File: config.mk
export PLATFORM = sky130hd
export DESIGN_NAME = seq_prog
export DESIGN_NICKNAME = d
export VERILOG_FILES = /design/src/rtl/seq_prog.sv
export SDC_FILE = /design/constraint.sdc
export NUM_CORES = 2
export LEC_CHECK = 0
export CAP_MARGIN = 10
export CELL_PAD_IN_SITES_DETAIL_PLACEMENT = 1
export CELL_PAD_IN_SITES_GLOBAL_PLACEMENT = 1
export CORE_ASPECT_RATIO = 0.5
export CORE_MARGIN = 2
export CORE_UTILIZATION = 45
export CTS_CLUSTER_SIZE = 8
export DETAILED_ROUTE_END_ITERATION = 12
export GPL_TIMING_DRIVEN = 1
export PLACE_DENSITY_LB_ADDON = 0.1
export SETUP_SLACK_MARGIN = 0.3
export SYNTH_ARGS = -nofsm -noshare
export SYNTH_HDL_FRONTEND = slang
export SYNTH_SLANG_ARGS = --single-unit
File: constraint.sdc
create_clock -name clock -period 3 [get_ports clock]
set_clock_uncertainty 0.1 [all_clocks]
set_input_delay 0.6 -clock clock [delete_from_list [all_inputs] [get_ports clock]]
set_output_delay 0.6 -clock clock [all_outputs]
set_load 0.05 [all_outputs]
File: src/rtl/seq_prog.sv
// Program store and instruction fetch stage feeding the sequencer.
// A host appends instructions during Load. Run then returns store[next] one cycle later
// and halts once the fetch address leaves the loaded program.
module seq_prog #(
  parameter int unsigned ADDR_WIDTH = 8,
  parameter int unsigned INST_WIDTH = 12,
  parameter int unsigned DEPTH      = 256
) (
  input  logic                  clock,
  input  logic                  reset,
  input  logic [INST_WIDTH-1:0] load_data,
  input  logic                  load_wen,
  input  logic                  load_done,
  input  logic                  run,
  input  logic                  clear,
  input  logic [ADDR_WIDTH-1:0] next,
  output logic [INST_WIDTH-1:0] inst,
  output logic                  inst_wen,
  output logic [ADDR_WIDTH:0]   length,
  output logic                  overflow,
  output logic                  halted,
  output logic                  ready
);

  localparam logic [1:0] StLoad  = 2'd0;
  localparam logic [1:0] StReady = 2'd1;
  localparam logic [1:0] StRun   = 2'd2;
  localparam logic [1:0] StHalt  = 2'd3;

  localparam logic [ADDR_WIDTH:0] FullLen = (ADDR_WIDTH + 1)'(DEPTH);

  logic [1:0]            state_q, state_d;
  logic [ADDR_WIDTH:0]   length_q, length_d;
  logic                  overflow_q, overflow_d;
  logic [INST_WIDTH-1:0] inst_q, inst_d;
  logic                  inst_wen_q, inst_wen_d;
  logic                  halted_q, halted_d;
  logic                  mem_we;
  logic                  fetch;

  logic [INST_WIDTH-1:0] mem_q [DEPTH];

  // Next-state logic: clear overrides everything; fetch is shared by Ready and Run.
  always_comb begin
    state_d    = state_q;
    length_d   = length_q;
    overflow_d = overflow_q;
    inst_d     = inst_q;
    inst_wen_d = 1'b0;
    halted_d   = halted_q;
    mem_we     = 1'b0;
    fetch      = 1'b0;
    if (clear) begin
      state_d    = StLoad;
      length_d   = '0;
      overflow_d = 1'b0;
      inst_d     = '0;
      halted_d   = 1'b0;
    end else begin
      case (state_q)
        StLoad: begin
          if (load_wen) begin
            if (length_q == FullLen) begin
              overflow_d = 1'b1;
            end else begin
              mem_we   = 1'b1;
              length_d = length_q + 1'b1;
            end
          end
          if (load_done) state_d = StReady;
        end
        // The edge that sees run in Ready already performs the first fetch.
        StReady: fetch = run;
        StRun:   fetch = run;
        StHalt:  inst_d = '0;
        default: state_d = StLoad;
      endcase
      if (fetch) begin
        if ({1'b0, next} < length_q) begin
          inst_d     = mem_q[next];
          inst_wen_d = 1'b1;
          state_d    = StRun;
        end else begin
          inst_d   = '0;
          halted_d = 1'b1;
          state_d  = StHalt;
        end
      end
    end
  end

  // Control and output registers, asynchronously cleared.
  always_ff @(posedge clock or negedge reset) begin
    if (!reset) begin
      state_q    <= StLoad;
      length_q   <= '0;
      overflow_q <= 1'b0;
      inst_q     <= '0;
      inst_wen_q <= 1'b0;
      halted_q   <= 1'b0;
    end else begin
      state_q    <= state_d;
      length_q   <= length_d;
      overflow_q <= overflow_d;
      inst_q     <= inst_d;
      inst_wen_q <= inst_wen_d;
      halted_q   <= halted_d;
    end
  end

  // Program store write port; contents are not reset.
  always_ff @(posedge clock) begin
    if (mem_we) mem_q[length_q[ADDR_WIDTH-1:0]] <= load_data;
  end

  assign inst     = inst_q;
  assign inst_wen = inst_wen_q;
  assign length   = length_q;
  assign overflow = overflow_q;
  assign halted   = halted_q;
  assign ready    = (state_q == StReady) || (state_q == StRun);

endmodule

### Signal wires on met3

Drawn at 1 px/um.
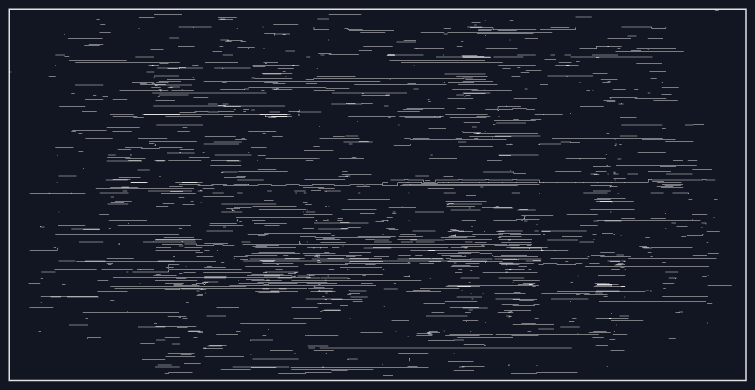
- wire length on this layer: 23.5 mm
- nets with wire on the layer: 545

### Metal layers overlaid

Drawn at 1 px/um.
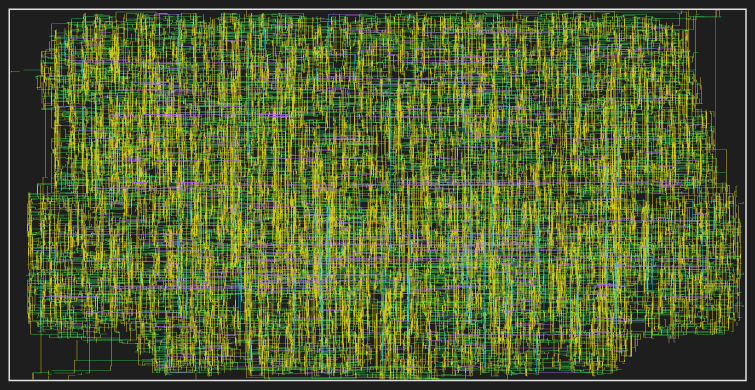
- met1: green (wire length 151 mm)
- met3: purple (wire length 23.5 mm)
- met5: orange (wire length 7.40 um)
- met2: yellow (wire length 162 mm)
- met4: cyan (wire length 8080 um)

### Clock network drawn from the DEF

Drawn at 1 px/um.
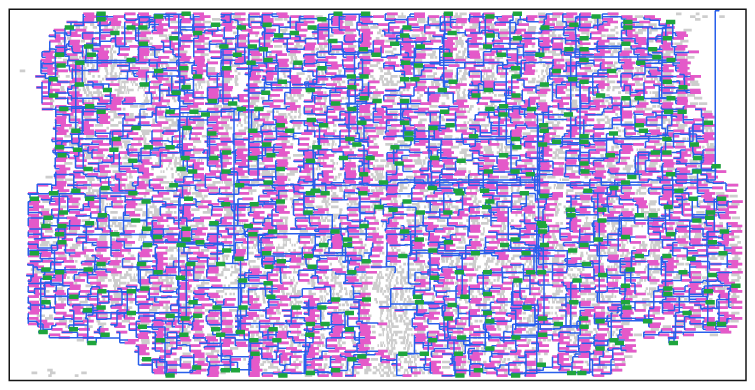
- cells driving clock nets: green (count 429)
- clock wires: blue (length 40.4 mm)
- flip-flops: magenta (count 3098)
- routed clock nets: 430

### Clock nets

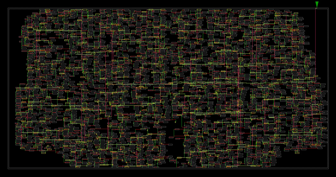
# clk buffers: 515
clock sink total: 3098
Clk. pwr: 43.1 mW

==> flow_summary.yaml <==
# physical design summary
route:
  top_layer_used: "met5"
  drt-vias-per-instance: 5.999
  wl_met1_mm: 150.5
  drt_iter0_markers: 6644
power:
  powerDensity_nw_per_um2: 652.0
  p_comb_mw: 5.61
  pwr-share-seq_pct: 49.5
  pwr-share-comb_pct: 5.8
  seq_power_mw: 47.7
final_timing:
  worstMarginPinSlew_ns: 1.127
  rsz0062_at_grt: "true"
floorplanning:
  dieArea_um2: 271900
setup_path:
  r2r_cells: 8
  crit_path_max_fanout: 16
  cp_top_family: "buffers and inverters"
  r2r_slack_ns: 0.12
  r2r-end: "inst[1]"
  r2r-start: "mem_q[87][1]"
  slowest_stage: "a2111oi_4"
grt:
  overflow: 0
  grt_pass1_vias: 65491
layout:
  clock_area_share_pct: 7.746
  drive_gt1_share_pct: 33.97
  comb_cells: 2257
  synthToLayoutAreaGrowth_pct: 22.94
  buffers: 949
synthesis:
  netlist_area_um2: 120400
  synth-adder-area-share_pct: 0.1351
  edf_count: 3072
  synthCells: 5727
status:
  outcome: "finished clean"
cts:
  root_buffer: "clkbuf_16"
  clock_latency_ns: 0.94
  htreeDepth: 5
placed_design:
  dpl-instance-area_um2: 134900
  dp_slack_ns: -1.502
==> cells in the mapped netlist, drive strengths merged, types with 12 or more instances <==
cell     count  area, um2
edfxtp    3072      92250
mux4       583      13130
mux2i      523       5235
nor2       318       1194
buf        208       1325
clkbuf     138      518.0
a22oi      125      938.4
nand2       89      334.1
o21ai       87      435.4
a221oi      61      534.3
o22ai       47      294.0
mux2        44      495.5
nand3       42      210.2
a211oi      37      277.8
nor2b       34      212.7
a2111oi     33      346.6
dfrtp       26      650.6
inv         26      97.59
a221o       23      230.2
a311o       23      230.2
nand4       21      131.4
and3        20      125.1
nand2b      17      106.4
a22o        13      113.9
ha          13      162.7
a31oi       12      75.07
o21a        12      90.09
==> state kept, by name, indices dropped and copies added (netlist names) <==
register  count
mem_q      3072
inst         12
length        9
state_q       2
halted        1
inst_wen      1
overflow      1
Power and IR drop assume default switching activity.
